**Port wiring**

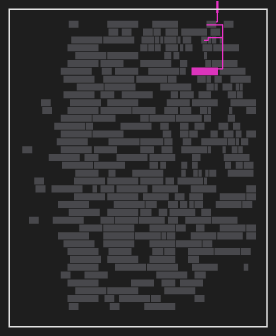
**M1 wires**

Supply wires on this layer in gray.
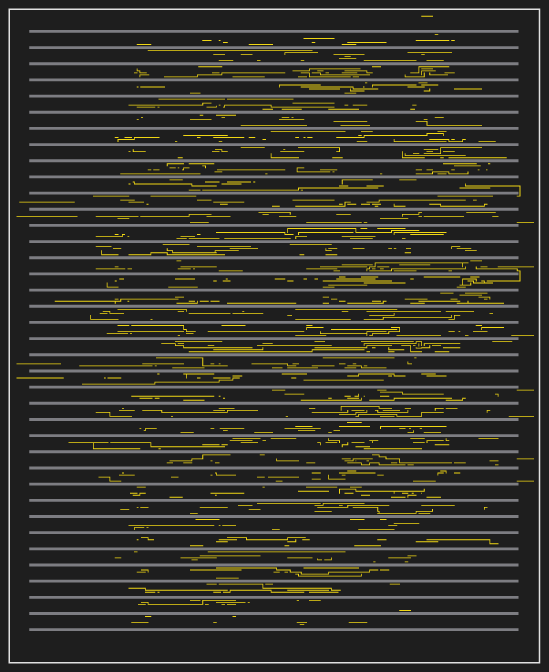
**Cell area per tile**

The die is cut into 9 by 11 equal tiles; white is low, dark blue is high, 0 to 100% covered.
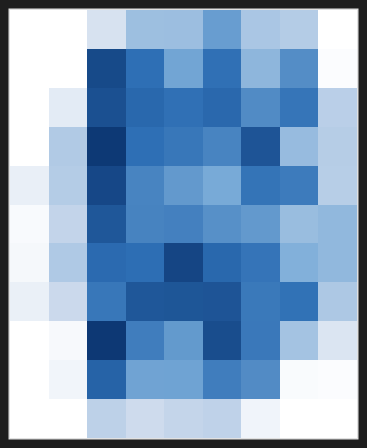
--- src/rtl/alu_sys_pkg.sv ---
// Shared definitions for the ALU subsystem: bus sizing defaults and the
// result transmitter state encoding.
package alu_sys_pkg;

    localparam int ALU_DATA_WIDTH = 8;
    localparam int ALU_FIFO_DEPTH = 4;

    typedef enum logic [1:0] {
        ST_IDLE    = 2'd0,
        ST_SEND_LO = 2'd1,
        ST_SEND_HI = 2'd2
    } tx_state_e;

    // Byte lane selected for a given state; IDLE drives zero.
    function automatic logic [ALU_DATA_WIDTH-1:0] tx_byte(
        input tx_state_e                     st,
        input logic [2*ALU_DATA_WIDTH-1:0]   word
    );
        logic [ALU_DATA_WIDTH-1:0] b;
        b = '0;
        if (st == ST_SEND_LO) begin
            b = word[ALU_DATA_WIDTH-1:0];
        end else if (st == ST_SEND_HI) begin
            b = word[2*ALU_DATA_WIDTH-1:ALU_DATA_WIDTH];
        end
        return b;
    endfunction

endpackage

--- src/rtl/result_fifo.sv ---
// Small synchronous FIFO for ALU results. Head is read combinationally so
// the consumer can load it on the same edge it pops.
module result_fifo #(
    parameter int WIDTH     = 16,
    parameter int DEPTH     = 4,
    parameter int PTR_WIDTH = $clog2(DEPTH)
) (
    input  logic                 clk,
    input  logic                 rst_n,
    input  logic                 wr_en,
    input  logic [WIDTH-1:0]     wr_data,
    input  logic                 rd_en,
    output logic [WIDTH-1:0]     rd_data,
    output logic [PTR_WIDTH:0]   count,
    output logic                 full,
    output logic                 empty,
    output logic                 drop
);

    localparam logic [PTR_WIDTH:0]   CNT_FULL = (PTR_WIDTH+1)'(DEPTH);
    localparam logic [PTR_WIDTH:0]   CNT_ONE  = (PTR_WIDTH+1)'(1);
    localparam logic [PTR_WIDTH-1:0] PTR_ONE  = PTR_WIDTH'(1);

    logic [WIDTH-1:0]     mem [DEPTH];
    logic [PTR_WIDTH-1:0] wr_ptr_q, wr_ptr_d;
    logic [PTR_WIDTH-1:0] rd_ptr_q, rd_ptr_d;
    logic [PTR_WIDTH:0]   count_q, count_d;
    logic                 full_q, full_d;
    logic                 wr_ok, rd_ok;

    // Fullness uses the start-of-cycle count: a same-cycle pop does not
    // make room for a write.
    assign wr_ok = wr_en && !full_q;
    assign rd_ok = rd_en && (count_q != '0);

    always_comb begin
        wr_ptr_d = wr_ptr_q;
        rd_ptr_d = rd_ptr_q;
        count_d  = count_q;
        if (wr_ok) begin
            wr_ptr_d = wr_ptr_q + PTR_ONE;
        end
        if (rd_ok) begin
            rd_ptr_d = rd_ptr_q + PTR_ONE;
        end
        case ({wr_ok, rd_ok})
            2'b10:   count_d = count_q + CNT_ONE;
            2'b01:   count_d = count_q - CNT_ONE;
            default: count_d = count_q;
        endcase
        full_d = (count_d == CNT_FULL);
    end

    always_ff @(posedge clk or negedge rst_n) begin
        if (!rst_n) begin
            wr_ptr_q <= '0;
            rd_ptr_q <= '0;
            count_q  <= '0;
            full_q   <= 1'b0;
        end else begin
            wr_ptr_q <= wr_ptr_d;
            rd_ptr_q <= rd_ptr_d;
            count_q  <= count_d;
            full_q   <= full_d;
        end
    end

    always_ff @(posedge clk) begin
        if (wr_ok) begin
            mem[wr_ptr_q] <= wr_data;
        end
    end

    assign rd_data = mem[rd_ptr_q];
    assign count   = count_q;
    assign full    = full_q;
    assign empty   = (count_q == '0);
    assign drop    = wr_en && full_q;

endmodule

--- src/rtl/alu_result_tx.sv ---
// Buffers ALU results and streams each one out as two bytes, LSB first,
// over a valid/ready link; flags results lost to a full buffer.
module alu_result_tx
    import alu_sys_pkg::*;
#(
    parameter int DATA_WIDTH = ALU_DATA_WIDTH,
    parameter int DEPTH      = ALU_FIFO_DEPTH,
    parameter int PTR_WIDTH  = $clog2(DEPTH)
) (
    input  logic                    CLK,
    input  logic                    RST,
    input  logic [2*DATA_WIDTH-1:0] ALU_OUT,
    input  logic                    ALU_OUT_VALID,
    output logic [DATA_WIDTH-1:0]   TX_DATA,
    output logic                    TX_VALID,
    input  logic                    TX_READY,
    output logic                    FIFO_FULL,
    output logic                    OVERFLOW,
    input  logic                    CLR_OVF
);

    logic [2*DATA_WIDTH-1:0] fifo_rd_data;
    logic [PTR_WIDTH:0]      fifo_count;
    logic                    fifo_full, fifo_empty, fifo_drop;
    logic                    pop;

    tx_state_e               state_q, state_d;
    logic [2*DATA_WIDTH-1:0] hold_q, hold_d;
    logic [DATA_WIDTH-1:0]   tx_data_q, tx_data_d;
    logic                    tx_valid_q, tx_valid_d;
    logic                    ovf_q, ovf_d;

    result_fifo #(
        .WIDTH     (2*DATA_WIDTH),
        .DEPTH     (DEPTH),
        .PTR_WIDTH (PTR_WIDTH)
    ) u_fifo (
        .clk     (CLK),
        .rst_n   (RST),
        .wr_en   (ALU_OUT_VALID),
        .wr_data (ALU_OUT),
        .rd_en   (pop),
        .rd_data (fifo_rd_data),
        .count   (fifo_count),
        .full    (fifo_full),
        .empty   (fifo_empty),
        .drop    (fifo_drop)
    );

    always_comb begin
        state_d = state_q;
        hold_d  = hold_q;
        pop     = 1'b0;
        case (state_q)
            ST_IDLE: begin
                if (!fifo_empty) begin
                    hold_d  = fifo_rd_data;
                    pop     = 1'b1;
                    state_d = ST_SEND_LO;
                end
            end
            ST_SEND_LO: begin
                if (TX_READY) begin
                    state_d = ST_SEND_HI;
                end
            end
            ST_SEND_HI: begin
                // Chain straight into the next result to keep the link busy.
                if (TX_READY) begin
                    if (fifo_count != '0) begin
                        hold_d  = fifo_rd_data;
                        pop     = 1'b1;
                        state_d = ST_SEND_LO;
                    end else begin
                        state_d = ST_IDLE;
                    end
                end
            end
            default: state_d = ST_IDLE;
        endcase

        // Outputs are registered copies of what the next state will present.
        tx_valid_d = (state_d != ST_IDLE);
        tx_data_d  = tx_byte(state_d, hold_d);

        // A drop in the same cycle as a clear leaves the flag set.
        ovf_d = ovf_q;
        if (fifo_drop) begin
            ovf_d = 1'b1;
        end else if (CLR_OVF) begin
            ovf_d = 1'b0;
        end
    end

    always_ff @(posedge CLK or negedge RST) begin
        if (!RST) begin
            state_q    <= ST_IDLE;
            hold_q     <= '0;
            tx_data_q  <= '0;
            tx_valid_q <= 1'b0;
            ovf_q      <= 1'b0;
        end else begin
            state_q    <= state_d;
            hold_q     <= hold_d;
            tx_data_q  <= tx_data_d;
            tx_valid_q <= tx_valid_d;
            ovf_q      <= ovf_d;
        end
    end

    assign TX_DATA   = tx_data_q;
    assign TX_VALID  = tx_valid_q;
    assign FIFO_FULL = fifo_full;
    assign OVERFLOW  = ovf_q;

endmodule

--- config.mk ---
export PLATFORM = sky130hd
export DESIGN_NAME = alu_result_tx
export DESIGN_NICKNAME = d
export VERILOG_FILES = /design/src/rtl/alu_sys_pkg.sv /design/src/rtl/result_fifo.sv /design/src/rtl/alu_result_tx.sv
export SDC_FILE = /design/constraint.sdc
export NUM_CORES = 1
export LEC_CHECK = 0
export CAP_MARGIN = 30
export CORE_ASPECT_RATIO = 1.25
export CORE_MARGIN = 3
export CORE_UTILIZATION = 45
export DETAILED_ROUTE_END_ITERATION = 6
export HOLD_SLACK_MARGIN = 0.02
export MAX_ROUTING_LAYER = met4
export PLACE_DENSITY = 0.69
export SLEW_MARGIN = 20
export SYNTH_ARGS = -nofsm -noshare
export SYNTH_HDL_FRONTEND = slang
export SYNTH_SLANG_ARGS = --single-unit
export TNS_END_PERCENT = 30
--- constraint.sdc ---
create_clock -name CLK -period 2.6 [get_ports CLK]
set_input_delay 0.52 -clock CLK [delete_from_list [all_inputs] [get_ports CLK]]
set_output_delay 0.52 -clock CLK [all_outputs]
set_load 0.03 [all_outputs]
==> summary.txt <==
Quick summary of the implementation run below.

The flow ran to the end, and the final reports show no timing, DRC or antenna violations. The remaining antenna violation count came out at 0. The cell count listed in synth_stat.txt is 206. The most frequently used flop master after synthesis is sky130_fd_sc_hd__edfxtp_1. The weighted congestion reported at the end of routability-driven placement is 0.724. The pin count of the biggest net entering global routing came out at 37.

The least setup slack across all paths after layout came out at 191 ps. The synthesized design devotes to its leading area cell type 49.7% of total area. The highest cell delay on the worst timing path came out at 480 ps. The global-route met2 utilization came out at 22.8%. Per Yosys stat, the portion of area used by sequential elements is 72.9%.

The final tally of max-slew violations is 0. The synthesis log from Yosys contains 0 warnings. The number of gates given a new drive strength after cts came out at 0. The global-route layer with the greatest usage is met2. The area growth from synthesis to final layout came out at 16.7%. The number of setup buffers added after CTS is 0. Per the post-run analysis, buffers plus inverters along the critical path come to 3. The launch point of the critical path was reported as TX_READY.

sky130_fd_sc_hd__edfxtp_1 is the most common cell in the netlist. The met3 track demand over resource in global routing is 3.15%. The via count normalized by instance count came out at 5.37. The share of synthesized registers carrying an async set or reset is 36.0%. The final-stage net count is 281. Among logic cells in the layout, the one with the most instances is sky130_fd_sc_hd__edfxtp_1. The biggest area contributor in the post-synthesis netlist is sky130_fd_sc_hd__edfxtp_1. In the final routing, the length of wire on met1 measures 2.72 mm. Setup repair after global routing left no endpoint under its margin. The critical path depth in cells is 10.

The clock sink count is 100. The worst register-to-register path has a depth of 9. The placed wire-length estimate after detailed placement came out at 4.15 mm.

TritonCTS built the clock tree. The routed length on met3 came out at 201 um. The overall fraction of global-route tracks in use is 14.5%. The relative slew slack came out at 46.7%. The worst slack at placement came out at -135 ps. The tightest hold margin came out at 244 ps.

The chip occupies 9760 um2. The arrival time of data at the critical path endpoint is 2670 ps. The die width came out at 88.9 um. The clock tree buffer depth came out at 2.

In this run the core area contains 37 standard-cell rows. The first global-routing pass estimated 9.98 mm of wire. Counting distinct cell types in the post-synthesis netlist gives 34.

The setup clock skew after layout is 3.72 ps. For reference, the critical path is captured by u_fifo.full$_DFF_PN0_. The count of maximum capacitance violations came out at 0.

The detailed router reports a met2 wire length of 3.19 mm. The number of antenna violations at the first check in global routing came out at 0. The maximum clock frequency came out at 415 MHz. STA classifies the critical path startpoint as a primary input. The number of global-route vias before repair is 1981. The post-synth net total came out at 233. In the finished design, the share of the clock period the worst path needs comes to 92.7%. The power density of the placed cells is 1120 nW/um2. The clock insertion delay at the later pin of the skew report is 350 ps. The die is 110 um tall. The final critical-path required period came out at 2410 ps. The routed wirelength normalized by instance count is 17.5 um. The number of hold buffers added after cts is 0. The DRC violation total left in the routed layout is recorded as 0.

The layout cell share with drive strength beyond 1 is 23.6%. The critical path in this run is classified as in2reg. The clock buffer count from CTS came out at 9. Summed over all cells, the static leakage comes to 1.70 nW.

In the layout the commonest cells are sky130_fd_sc_hd__edfxtp_1, sky130_fd_sc_hd__dfrtp_1, sky130_fd_sc_hd__clkdlybuf4s50_1. The largest fanout on the critical path is 2. In the post-synthesis netlist, the biggest area contributors are sky130_fd_sc_hd__edfxtp_1, sky130_fd_sc_hd__dfrtp_1, sky130_fd_sc_hd__mux4_2, sky130_fd_sc_hd__mux2_2, sky130_fd_sc_hd__a221o_1. In this run the critical register-to-register path is captured at u_fifo.full$_DFF_PN0_. The post-synthesis chip area from yosys is 3870 um2. The first routing iteration left 97 violations. The count of library flops with an enable pin is 64. Per the final timing report, the hold violations number 0. The required arrival time at the worst endpoint is 2860 ps. VDD sags by at most 0.322 mV. The commonest cells after synthesis are sky130_fd_sc_hd__edfxtp_1, sky130_fd_sc_hd__dfrtp_1, sky130_fd_sc_hd__mux4_2, sky130_fd_sc_hd__inv_1. The post-synthesis sequential element count came out at 100.

Grouping stages by cell kind, the critical path spends the most delay in buffers and inverters. At the pin with the least slew margin, the transition time is 800 ps. STA classifies the critical path endpoint as a register.

The depth of the CTS H-tree is 3. The clock-pin transition on the worst setup and hold timing paths came out at 90 ps.
## Picture notes: 'port wiring'
color	port	bits	direction	end cells	buffers	wire
magenta	FIFO_FULL	1	output	1	1	34.4 um
I/O pin count: 32
PortBufs: 31

## Picture notes: 'M1 wires'
longest straight run	27.6 um
nets with wire on the layer	262
wire length on this layer	2720 um
share of all routed wire	44%
number of vias in the routed layout: 1905
routing usage on met1: 18.4%
final wirelength: 6.21 mm

## Picture notes: 'cell area per tile'
tiles over 75% full	18%
fullest tile	97%
mean over tiles	45%
densest ninth of the die	center
final core occ: 54.5%
Core Util at FP: 46.7%
Floorplan Core Area: 8290 um2

[logic make-up after synthesis]
family	Yosys count	synth area share, %
DFF	100	72.9
adders and majority gates	6	2.13
buffers and inverters	20	2.42
xor gates and xnor gates	5	1.13
muxes	24	11.7
and+or+nand+nor	28	4.88
AOI/OAI and AO/OA	23	4.79
[metrics by stage]
stage / setup TNS, ps / area, um2 / cells / power, mW
after floorplan: 0 / 3870 / 206 / 3.69
after global placement: -70.0 / 4350 / 340 / 4.24
after detailed placement: -135 / 4350 / 340 / 4.29
after CTS: 0 / 4520 / 355 / 5.12
after global routing: 0 / 4520 / 355 / 5.37
final: 0 / 4520 / 355 / 5.06
[final cells by class]
class	instances	area (um2)
clock inverter	6	40.0
fill	664	3770
tap	97	121
clock buffer	9	124
sequential	100	2820
timing repair buffer	45	410
multi-input combinational	86	953
inverter	12	45.0
[worst reg2reg max path, cell delays in order (launching register included)]
cell	delay [ps]
sky130_fd_sc_hd__dfrtp_1	430
sky130_fd_sc_hd__inv_1	250
sky130_fd_sc_hd__nand3_2	130
sky130_fd_sc_hd__inv_2	80
sky130_fd_sc_hd__ha_1	160
sky130_fd_sc_hd__inv_1	60
sky130_fd_sc_hd__fa_1	380
sky130_fd_sc_hd__xor2_1	160
sky130_fd_sc_hd__or3_1	330
sky130_fd_sc_hd__a211oi_1	270
[sequential cells by signal, summed over array words and instances, names as in the netlist]
name	flops
u_fifo.count	3
u_fifo.rd_ptr_q	2
TX_DATA	8
OVERFLOW	1
u_fifo.full	1
u_fifo.mem	64
hold_q	16
TX_VALID	1
u_fifo.wr_ptr_q	2
state_q	2
[power by group]
group	leakage [nW]	internal (mW)	switching [mW]
logic	0.595	0.926	0.920
registers	1.02	2.18	0.199
clock network	0.0814	0.341	0.496
No activity file was given, so power comes from the tool's default toggle rates.
